$ cat src/rtl/dp_control_unit.sv
// -----------------------------------------------------------------------------
// dp_control_unit
//
// Multi-cycle controller for the 16-bit register-file / ALU / data-memory
// datapath. It holds the program counter and instruction register, fetches
// from an instruction ROM with a combinational read, decodes the opcode and
// drives every datapath control input as a Moore function of the current
// state and the instruction register.
//
// Instruction word: op = IR[15:12]
//   0000 NOOP   0001 STORE D[IR[11:4]] <= R[IR[3:0]]
//   0010 LOAD   R[IR[3:0]] <= D[IR[11:4]]   (two execute cycles)
//   0011 ADD    R[IR[3:0]] <= R[IR[11:8]] + R[IR[7:4]]
//   0100 SUB    R[IR[3:0]] <= R[IR[11:8]] - R[IR[7:4]]
//   0101 HALT   stop until reset
//   0110-1111   undefined: executed as NOOP, illegal_op pulses in DECODE
//
// Ports
//   clk         system clock, all state changes on the rising edge
//   reset_n     synchronous active-low reset
//   IM_addr     instruction ROM address (always the PC)
//   IM_data     instruction word read combinationally from IM_addr
//   D_Addr      data memory address
//   D_wr        data memory write enable
//   RF_s        write-back select: 0 = ALU result, 1 = data memory
//   RF_W_addr   register file write address
//   RF_W_en     register file write enable
//   RF_Ra_addr  register file read port A address
//   RF_Rb_addr  register file read port B address
//   Alu_s0      ALU operation select
//   halted      high while in HALT
//   state_dbg   current state encoding
//   illegal_op  one-cycle pulse in DECODE for an undefined opcode
// -----------------------------------------------------------------------------
module dp_control_unit #(
  parameter int          PC_W     = 7,
  parameter logic [3:0]  ALU_PASS = 4'd0,
  parameter logic [3:0]  ALU_ADD  = 4'd1,
  parameter logic [3:0]  ALU_SUB  = 4'd2
) (
  input  logic            clk,
  input  logic            reset_n,
  output logic [PC_W-1:0] IM_addr,
  input  logic [15:0]     IM_data,
  output logic [7:0]      D_Addr,
  output logic            D_wr,
  output logic            RF_s,
  output logic [3:0]      RF_W_addr,
  output logic            RF_W_en,
  output logic [3:0]      RF_Ra_addr,
  output logic [3:0]      RF_Rb_addr,
  output logic [3:0]      Alu_s0,
  output logic            halted,
  output logic [3:0]      state_dbg,
  output logic            illegal_op
);

  // State encodings are visible on state_dbg, so they are fixed explicitly.
  typedef enum logic [3:0] {
    S_INIT   = 4'd0,
    S_FETCH  = 4'd1,
    S_DECODE = 4'd2,
    S_NOOP   = 4'd3,
    S_LOAD_A = 4'd4,
    S_LOAD_B = 4'd5,
    S_STORE  = 4'd6,
    S_ADD    = 4'd7,
    S_SUB    = 4'd8,
    S_HALT   = 4'd9
  } state_t;

  localparam logic [3:0] OP_NOOP  = 4'b0000;
  localparam logic [3:0] OP_STORE = 4'b0001;
  localparam logic [3:0] OP_LOAD  = 4'b0010;
  localparam logic [3:0] OP_ADD   = 4'b0011;
  localparam logic [3:0] OP_SUB   = 4'b0100;
  localparam logic [3:0] OP_HALT  = 4'b0101;

  state_t            state_reg, state_next;
  logic [PC_W-1:0]   pc_reg, pc_next;
  logic [15:0]       ir_reg, ir_next;

  // Instruction fields
  logic [3:0] ir_op;
  logic [7:0] ir_daddr;
  logic [3:0] ir_ra;
  logic [3:0] ir_rb;
  logic [3:0] ir_rd;
  logic       op_defined;

  assign ir_op    = ir_reg[15:12];
  assign ir_daddr = ir_reg[11:4];
  assign ir_ra    = ir_reg[11:8];
  assign ir_rb    = ir_reg[7:4];
  assign ir_rd    = ir_reg[3:0];

  // Opcodes above HALT are undefined.
  assign op_defined = (ir_op <= OP_HALT);

  // ---------------------------------------------------------------------------
  // State, PC and IR registers
  // ---------------------------------------------------------------------------
  always_ff @(posedge clk) begin
    if (!reset_n) begin
      state_reg <= S_INIT;
      pc_reg    <= '0;
      ir_reg    <= 16'h0000;
    end else begin
      state_reg <= state_next;
      pc_reg    <= pc_next;
      ir_reg    <= ir_next;
    end
  end

  // ---------------------------------------------------------------------------
  // Next-state logic. PC and IR only move in FETCH; the PC increment wraps
  // naturally at 2^PC_W.
  // ---------------------------------------------------------------------------
  always_comb begin
    state_next = state_reg;
    pc_next    = pc_reg;
    ir_next    = ir_reg;

    case (state_reg)
      S_INIT: begin
        state_next = S_FETCH;
      end

      S_FETCH: begin
        ir_next    = IM_data;
        pc_next    = pc_reg + PC_W'(1);
        state_next = S_DECODE;
      end

      S_DECODE: begin
        case (ir_op)
          OP_NOOP:  state_next = S_NOOP;
          OP_STORE: state_next = S_STORE;
          OP_LOAD:  state_next = S_LOAD_A;
          OP_ADD:   state_next = S_ADD;
          OP_SUB:   state_next = S_SUB;
          OP_HALT:  state_next = S_HALT;
          default:  state_next = S_NOOP;
        endcase
      end

      S_NOOP, S_STORE, S_ADD, S_SUB, S_LOAD_B: begin
        state_next = S_FETCH;
      end

      // First LOAD cycle presents the address to the synchronous data
      // memory; the write-back happens in LOAD_B once the data is valid.
      S_LOAD_A: begin
        state_next = S_LOAD_B;
      end

      S_HALT: begin
        state_next = S_HALT;
      end

      default: begin
        state_next = S_INIT;
      end
    endcase
  end

  // ---------------------------------------------------------------------------
  // Moore output decode from state and IR
  // ---------------------------------------------------------------------------
  always_comb begin
    D_Addr     = 8'h00;
    D_wr       = 1'b0;
    RF_s       = 1'b0;
    RF_W_addr  = 4'h0;
    RF_W_en    = 1'b0;
    RF_Ra_addr = 4'h0;
    RF_Rb_addr = 4'h0;
    Alu_s0     = ALU_PASS;
    halted     = 1'b0;
    illegal_op = 1'b0;

    case (state_reg)
      S_DECODE: begin
        illegal_op = ~op_defined;
      end

      S_STORE: begin
        D_Addr     = ir_daddr;
        RF_Ra_addr = ir_rd;
        D_wr       = 1'b1;
      end

      S_LOAD_A: begin
        D_Addr    = ir_daddr;
        RF_s      = 1'b1;
        RF_W_addr = ir_rd;
      end

      S_LOAD_B: begin
        D_Addr    = ir_daddr;
        RF_s      = 1'b1;
        RF_W_addr = ir_rd;
        RF_W_en   = 1'b1;
      end

      S_ADD: begin
        RF_Ra_addr = ir_ra;
        RF_Rb_addr = ir_rb;
        RF_W_addr  = ir_rd;
        Alu_s0     = ALU_ADD;
        RF_W_en    = 1'b1;
      end

      S_SUB: begin
        RF_Ra_addr = ir_ra;
        RF_Rb_addr = ir_rb;
        RF_W_addr  = ir_rd;
        Alu_s0     = ALU_SUB;
        RF_W_en    = 1'b1;
      end

      S_HALT: begin
        halted = 1'b1;
      end

      default: begin
      end
    endcase
  end

  assign IM_addr   = pc_reg;
  assign state_dbg = state_reg;

endmodule

$ cat config.mk
export PLATFORM = sky130hd
export DESIGN_NAME = dp_control_unit
export DESIGN_NICKNAME = d
export VERILOG_FILES = /design/src/rtl/dp_control_unit.sv
export SDC_FILE = /design/constraint.sdc
export NUM_CORES = 1
export LEC_CHECK = 0
export CORE_MARGIN = 5
export CORE_UTILIZATION = 32
export CTS_CLUSTER_DIAMETER = 150
export DETAILED_ROUTE_END_ITERATION = 10
export GPL_ROUTABILITY_DRIVEN = 0
export PLACE_DENSITY = 0.6
export SETUP_SLACK_MARGIN = 0.3
export SYNTH_ARGS = -nofsm -noshare
export SYNTH_HDL_FRONTEND = slang
export SYNTH_SLANG_ARGS = --single-unit
export TNS_END_PERCENT = 1
$ cat constraint.sdc
create_clock -name clk -period 5.1 [get_ports clk]
set_input_delay 0.51 -clock clk [delete_from_list [all_inputs] [get_ports clk]]
set_output_delay 0.51 -clock clk [all_outputs]
set_load 0.01 [all_outputs]
Metal 3:
(4 px per um)
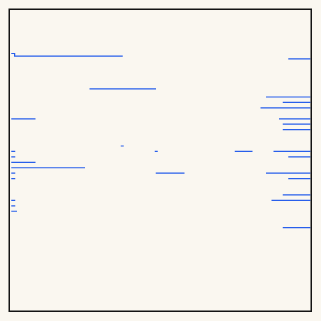
main direction: horizontal
wire length on this layer: 200 um
nets with wire on the layer: 27

Routed metal, one colour a layer:
(4 px per um) Only two layers are drawn.
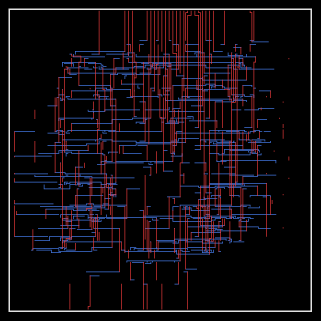
legend:
  metal 1:
    colour: blue
    wire_length: 1,730 um
  metal 2:
    colour: red
    wire_length: 1,800 um
gr usage total: 13.2%
wire per inst: 13.8 um
Total Wirelength: 3.76 mm

==> deck_impl_summary.md <==
Run Summary

Logic synthesis
  – Yosys cell count: 176
  – Post-Synthesis Cells: 176
  – Yosys top cell by area: dfxtp_1
  – XORs/XNORs by Area: 1.94%
  – FF+latch count, synth: 27
  – Post-synthesis sequential area ratio: 39.8%
  – Post-Synth Adder-Cell Area: 0.922%
  – Top cells, area: dfxtp_1, nand2_1, a21oi_1, and3_1, a22o_1
  – Area leader share: 39.8%

Finish
  – Max reg flops: 16
  – Logic area: 754 sq um
  – Clock buf count: 3
  – Non-Clock Inverter Count: 4
  – Inserted Diodes: 0
  – Flip-flops: 27
  – Sequential cell area: 541 sq um

Global route
  – Largest net degree at the start of global routing: 29
  – Most used routing layer: met2
  – Initial antenna violation count: 0
  – GRT met2 Usage: 21.8%

Timing
  – Minimum clock period after layout: 3100 ps
  – Fmax: 0.323 GHz
  – RSZ-0062 raised after global routing: no
  – Actual slew at the worst max-slew pin: 1050 ps
  – Fin Setup TNS: 0 ps
  – Worst setup margin: 2000 ps

Worst setup path
  – CP Launch Point: state_dbg[3]$_SDFF_PN0_
  – CP Max Fanout: 15
  – R2r setup slk: 2750 ps

Detailed routing
  – Router iterations before antenna repair: 4
  – Via count: 1,323
  – Met2 WL: 1.80 mm
  – Routed Antenna Nets: 0
  – Routed vias/inst: 4.85
  – Highest routed layer: met4

Floorplanning
  – Rows: 23
  – Effective utilization at floorplan: 33.5%

Power and ir drop
  – Leak: 0.000705 uW
  – Cell Pwr Density: 279 mW/mm^2
  – Final Power: 550 uW
  – Maximum vdd drop: 0.165 mV

Clock tree
  – Htree depth: 1
  – Total setup buffers inserted after CTS: 0
  – Number of CTS-inserted buffers: 3
  – CTS sink count: 27

Min path
  – Hold_sp: ir_reg[5]$_SDFFE_PN0P_

Run status
  – Status: complete, no violations
Cell classes on the final placement:
(4 px per um)
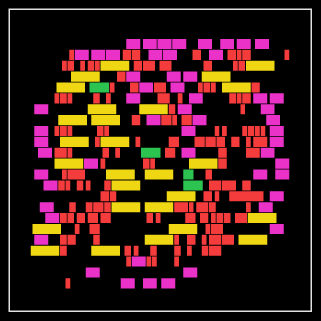
legend:
  other buffers and delay cells:
    colour: magenta
    cells: 55
    share_of_their_area: 29%
  flops:
    colour: yellow
    cells: 27
    share_of_their_area: 28%
  combinational and other logic:
    colour: red
    cells: 137
    share_of_their_area: 40%
  clock drivers and dummy loads:
    colour: green
    cells: 4
    share_of_their_area: 2.6%

==> worst max-delay path, cell delays in order (launching register included) <==
cell             delay, ps
dfxtp_1                610
or4b_2                 650
o21ai_1                310
a22o_1                 210
clkdlybuf4s50_1        530
==> cell usage after synthesis, drive strengths merged (2+ instances only) <==
library cell / instances
nand2: 38
dfxtp: 27
a21oi: 23
and3: 8
clkbuf: 8
nor2: 7
o21ai: 6
buf: 5
a21boi: 4
a22o: 4
and2: 4
inv: 4
nand2b: 3
nand3: 3
nor2b: 3
or3: 3
nor3: 2
nor3b: 2
o2111ai: 2
o31ai: 2
or4: 2
or4b: 2
xnor2: 2
==> power by group <==
part / switching, uW / total [uW] / internal [uW]
clock: 69.6 / 125 / 55.6
sequential: 38.6 / 277 / 238
combinational: 76.5 / 147 / 70.9
Power is estimated from default activity; no workload was simulated.
